<file path="config.mk">
export PLATFORM = sky130hd
export DESIGN_NAME = lsu_dmem
export DESIGN_NICKNAME = d
export VERILOG_FILES = /design/src/rtl/lsu_dmem.sv
export SDC_FILE = /design/constraint.sdc
export NUM_CORES = 1
export LEC_CHECK = 0
export CORE_MARGIN = 2
export CORE_UTILIZATION = 30
export DETAILED_ROUTE_END_ITERATION = 16
export GPL_TIMING_DRIVEN = 0
export PLACE_DENSITY_LB_ADDON = 0.1
export SLEW_MARGIN = 10
export SYNTH_ARGS = -nofsm -noshare
export SYNTH_HDL_FRONTEND = slang
export SYNTH_SLANG_ARGS = --single-unit
export TNS_END_PERCENT = 100
</file>
<file path="constraint.sdc">
create_clock -name clk -period 9.55 [get_ports clk]
set_input_delay 1.91 -clock clk [delete_from_list [all_inputs] [get_ports clk]]
set_output_delay 1.91 -clock clk [all_outputs]
set_load 0.02 [all_outputs]
</file>
<file path="src/rtl/lsu_dmem.sv">
// Load/store unit front end for an RV32I core: formats byte/half/word accesses
// onto a word-wide data memory port with handshake timeout and error reporting.
module lsu_dmem #(
  parameter int unsigned TIMEOUT = 16
) (
  input  logic        clk,
  input  logic        rst,
  input  logic        req_valid,
  output logic        req_ready,
  input  logic        req_we,
  input  logic [2:0]  funct3,
  input  logic [31:0] addr,
  input  logic [31:0] wdata,
  output logic        rsp_valid,
  output logic [31:0] rsp_rdata,
  output logic        rsp_err,
  output logic        mem_req,
  output logic        mem_we,
  output logic [31:0] mem_addr,
  output logic [3:0]  mem_be,
  output logic [31:0] mem_wdata,
  input  logic        mem_ack,
  input  logic [31:0] mem_rdata,
  output logic [1:0]  dbg_state
);

  // Handshake: a request transfers on a rising edge where req_valid && req_ready;
  // rsp_valid is a single-cycle pulse with no back-pressure from the core.
  typedef enum logic [1:0] {
    ST_IDLE   = 2'd0,
    ST_ACCESS = 2'd1,
    ST_RESP   = 2'd2
  } state_e;

  state_e      state_q, state_d;
  logic [7:0]  cnt_q, cnt_d;
  logic        we_q, we_d;
  logic [2:0]  f3_q, f3_d;
  logic [1:0]  lane_q, lane_d;
  logic [3:0]  be_q, be_d;
  logic [31:0] addr_q, addr_d;
  logic [31:0] wdata_q, wdata_d;
  logic [31:0] rdata_q, rdata_d;
  logic        err_q, err_d;

  logic        f3_legal;
  logic        misalign;
  logic [3:0]  req_be;
  logic [31:0] req_wdata;
  logic [31:0] lane_data;
  logic [31:0] load_data;

  // Request decode works on the live inputs so it can be latched at acceptance.
  always_comb begin
    f3_legal = 1'b0;
    if (req_we) begin
      case (funct3)
        3'b000, 3'b001, 3'b010: f3_legal = 1'b1;
        default:                f3_legal = 1'b0;
      endcase
    end else begin
      case (funct3)
        3'b000, 3'b001, 3'b010, 3'b100, 3'b101: f3_legal = 1'b1;
        default:                                f3_legal = 1'b0;
      endcase
    end
  end

  always_comb begin
    misalign  = 1'b0;
    req_be    = 4'b1111;
    req_wdata = wdata;
    case (funct3[1:0])
      2'b00: begin
        req_be    = 4'b0001 << addr[1:0];
        req_wdata = {4{wdata[7:0]}};
      end
      2'b01: begin
        misalign  = addr[0];
        req_be    = 4'b0011 << addr[1:0];
        req_wdata = {2{wdata[15:0]}};
      end
      2'b10: begin
        misalign  = (addr[1:0] != 2'b00);
        req_be    = 4'b1111;
        req_wdata = wdata;
      end
      default: begin
        misalign  = 1'b0;
        req_be    = 4'b1111;
        req_wdata = wdata;
      end
    endcase
  end

  // Shift the addressed lane down to bit 0, then extend per the load kind.
  always_comb begin
    lane_data = mem_rdata >> {lane_q, 3'b000};
    case (f3_q)
      3'b000:  load_data = {{24{lane_data[7]}}, lane_data[7:0]};
      3'b001:  load_data = {{16{lane_data[15]}}, lane_data[15:0]};
      3'b100:  load_data = {24'h0, lane_data[7:0]};
      3'b101:  load_data = {16'h0, lane_data[15:0]};
      default: load_data = mem_rdata;
    endcase
  end

  always_comb begin
    state_d = state_q;
    cnt_d   = cnt_q;
    we_d    = we_q;
    f3_d    = f3_q;
    lane_d  = lane_q;
    be_d    = be_q;
    addr_d  = addr_q;
    wdata_d = wdata_q;
    rdata_d = rdata_q;
    err_d   = err_q;
    case (state_q)
      ST_IDLE: begin
        if (req_valid) begin
          we_d    = req_we;
          f3_d    = funct3;
          lane_d  = addr[1:0];
          be_d    = req_be;
          addr_d  = {addr[31:2], 2'b00};
          wdata_d = req_wdata;
          if (!f3_legal || misalign) begin
            state_d = ST_RESP;
            err_d   = 1'b1;
            rdata_d = 32'h0;
          end else begin
            state_d = ST_ACCESS;
            cnt_d   = 8'h0;
          end
        end
      end
      ST_ACCESS: begin
        // An ack on the expiry edge still completes the access normally.
        if (mem_ack) begin
          state_d = ST_RESP;
          err_d   = 1'b0;
          rdata_d = we_q ? 32'h0 : load_data;
        end else if (cnt_q == 8'(TIMEOUT - 1)) begin
          state_d = ST_RESP;
          err_d   = 1'b1;
          rdata_d = 32'h0;
        end else begin
          cnt_d = cnt_q + 8'd1;
        end
      end
      ST_RESP: begin
        state_d = ST_IDLE;
      end
      default: begin
        state_d = ST_IDLE;
      end
    endcase
  end

  always_ff @(posedge clk or posedge rst) begin
    if (rst) begin
      state_q <= ST_IDLE;
      cnt_q   <= 8'h0;
      we_q    <= 1'b0;
      f3_q    <= 3'h0;
      lane_q  <= 2'h0;
      be_q    <= 4'h0;
      addr_q  <= 32'h0;
      wdata_q <= 32'h0;
      rdata_q <= 32'h0;
      err_q   <= 1'b0;
    end else begin
      state_q <= state_d;
      cnt_q   <= cnt_d;
      we_q    <= we_d;
      f3_q    <= f3_d;
      lane_q  <= lane_d;
      be_q    <= be_d;
      addr_q  <= addr_d;
      wdata_q <= wdata_d;
      rdata_q <= rdata_d;
      err_q   <= err_d;
    end
  end

  // Memory strobes derive from state so reset drops them without waiting for a clock.
  assign req_ready = (state_q == ST_IDLE);
  assign rsp_valid = (state_q == ST_RESP);
  assign mem_req   = (state_q == ST_ACCESS);
  assign mem_we    = mem_req & we_q;
  assign mem_be    = mem_req ? be_q : 4'h0;
  assign mem_addr  = addr_q;
  assign mem_wdata = wdata_q;
  assign rsp_rdata = rdata_q;
  assign rsp_err   = err_q;
  assign dbg_state = state_q;

endmodule

</file>
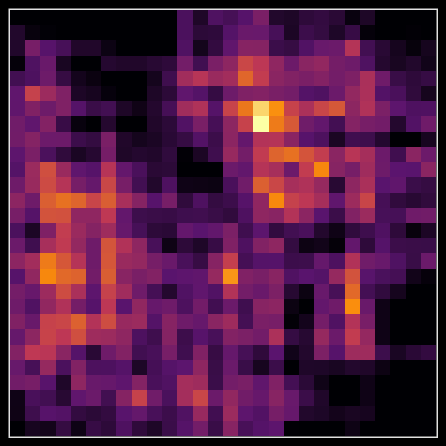
route_heat.png
(3 px per µm) The die is cut into 28 by 28 equal tiles; black is low, pale yellow is high, scaled to the fullest tile. Values are wire area over tile area, all layers added.
fullest tile: 0.65
emptiest ninth of the die: bottom right
tiles over half the peak: 8.3%
nearly empty tiles: 12%
mean over tiles: 0.16
densest ninth of the die: left middle

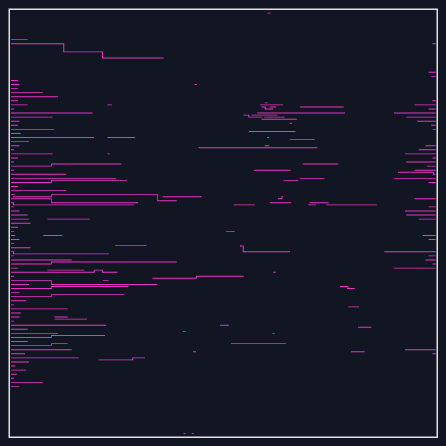
m3.png
(3 px per µm)
share of all routed wire: 8.5%
longest straight run: 41.6 µm
wire length on this layer: 1660 µm
Vias: 5562
M3 GR Usage: 7.268%
drt total wl: 19620 µm

==> results_dict.tcl <==
# collected from the flow reports
set metrics [dict create \
    status "finished, final reports clean" \
    fillerInstances 1792 \
    edf_count 0 \
    pg_comb_mw 1.53 \
    top_cell_area_share_pct 50.27 \
    slew_viol_final 0 \
    worstReg2RegEnd "rsp_rdata[1]" \
    synth.most_common_cell "nand2_1" \
    start_kind "flip-flop" \
    peakVddDrop_mv 0.1519 \
    switching_share_pct 40.07 \
    biggestCellCategory "flip-flops and latches" \
    synthTopCellsByCount "nand2_1, dfrtp_1, clkbuf_1" \
    final_antenna_net_count 0 \
    core_um2 18710 \
    synth.area.top_cells "dfrtp_1, nand2_1, a311o_1" \
    path_depth 6 \
    drtIter0Drc 283 \
    place.gp.congestion 0.8804 \
    power_mw 3.079 \
    std_cell_rows 50 \
    mi_logic_area_um2 2586 \
    critPathCapture "mem_be[1]" \
    grt_usage_pct 19.74 \
    ctsRootBufferMaster "clkbuf_16" \
    p_comb_share_pct 49.7 \
    rsz0062_at_grt "false" \
    fin_nets 954 \
    clk_share_pct 7.114 \
    grt_remaining_overflow 0 \
    min_period_over_period_pct 47.24 \
    postPlaceCellArea_um2 8135 \
    grt_max_degree 64 \
    final_util_pct 46.82 \
    worst-slew-pin-transition_ps 984.6 \
    ys_sh_xor_pct 0 \
    comb_area_share_pct 29.53 \
    clkLatencyLatePin_ps 420 \
    bufAreaShareNonClock_pct 26.67 \
    p_seq_mw 0.881 \
    syn_avg_cell_area_um2 9.293 \
    setup.worst_path.end_class "primary output" \
    path_buffers 4 \
    synth.distinct_cells 53 \
    critPathMaxFanout 10 \
    seq_area_share_pct 32.86 \
    slew_headroom_pct 34.36 \
    p_leak_nw 3.875 \
    ys_warn_count 0 \
    mux_area_share_pct 3.301 \
    ctsHtreeMaxLevel 4 \
    cpMostUsedCell "clkbuf_1" \
    synthCells 616 \
    power.internal_mw 1.845 \
    cts_tree "done" \
    inverters_excl_clock 10 \
    clk-power_mw 0.669 \
    post_drt_via_cell_ratio 5.093 \
    max_freq_mhz 221.7 \
    finalSetupTns_ps 0 \
    hold_buffers 0 \
    post_drt_wl_per_cell_um 17.97 \
    required_ps 7640 \
    whs_ps 470.3 \
    p_switching_mw 1.234 \
    cap_violations 0 \
    critical_path_class "flip-flop to primary output" \
    drc 0 \
    buffers 261 \
    hold_viol_final 0 \
]
layout by cell type, fill, tap and decap left out, types with 4 or more instances in the layout:
cell type,n
a22oi_1,21
nor4_1,4
nand3b_1,7
and2_1,10
mux2i_1,8
a31oi_1,10
o211ai_1,4
nor2_1,37
o31ai_1,8
o22ai_1,14
o211a_1,7
ha_1,5
a21oi_1,22
a311o_1,17
clkinv_2,4
clkbuf_8,5
a32o_1,16
nor3b_1,5
dfrtp_1,115
and3_1,17
nand3_1,14
a21o_1,4
nand2_1,155
clkbuf_16,17
clkbuf_1,44
clkdlybuf4s50_1,208
o21ai_0,18
inv_1,8
per-layer routing:
metal	share of wire (%)	track usage, %
met1	44	25.88
met2	45	30.33
met3	8.4	7.268
met4	2.0	6.368
met5	0	0
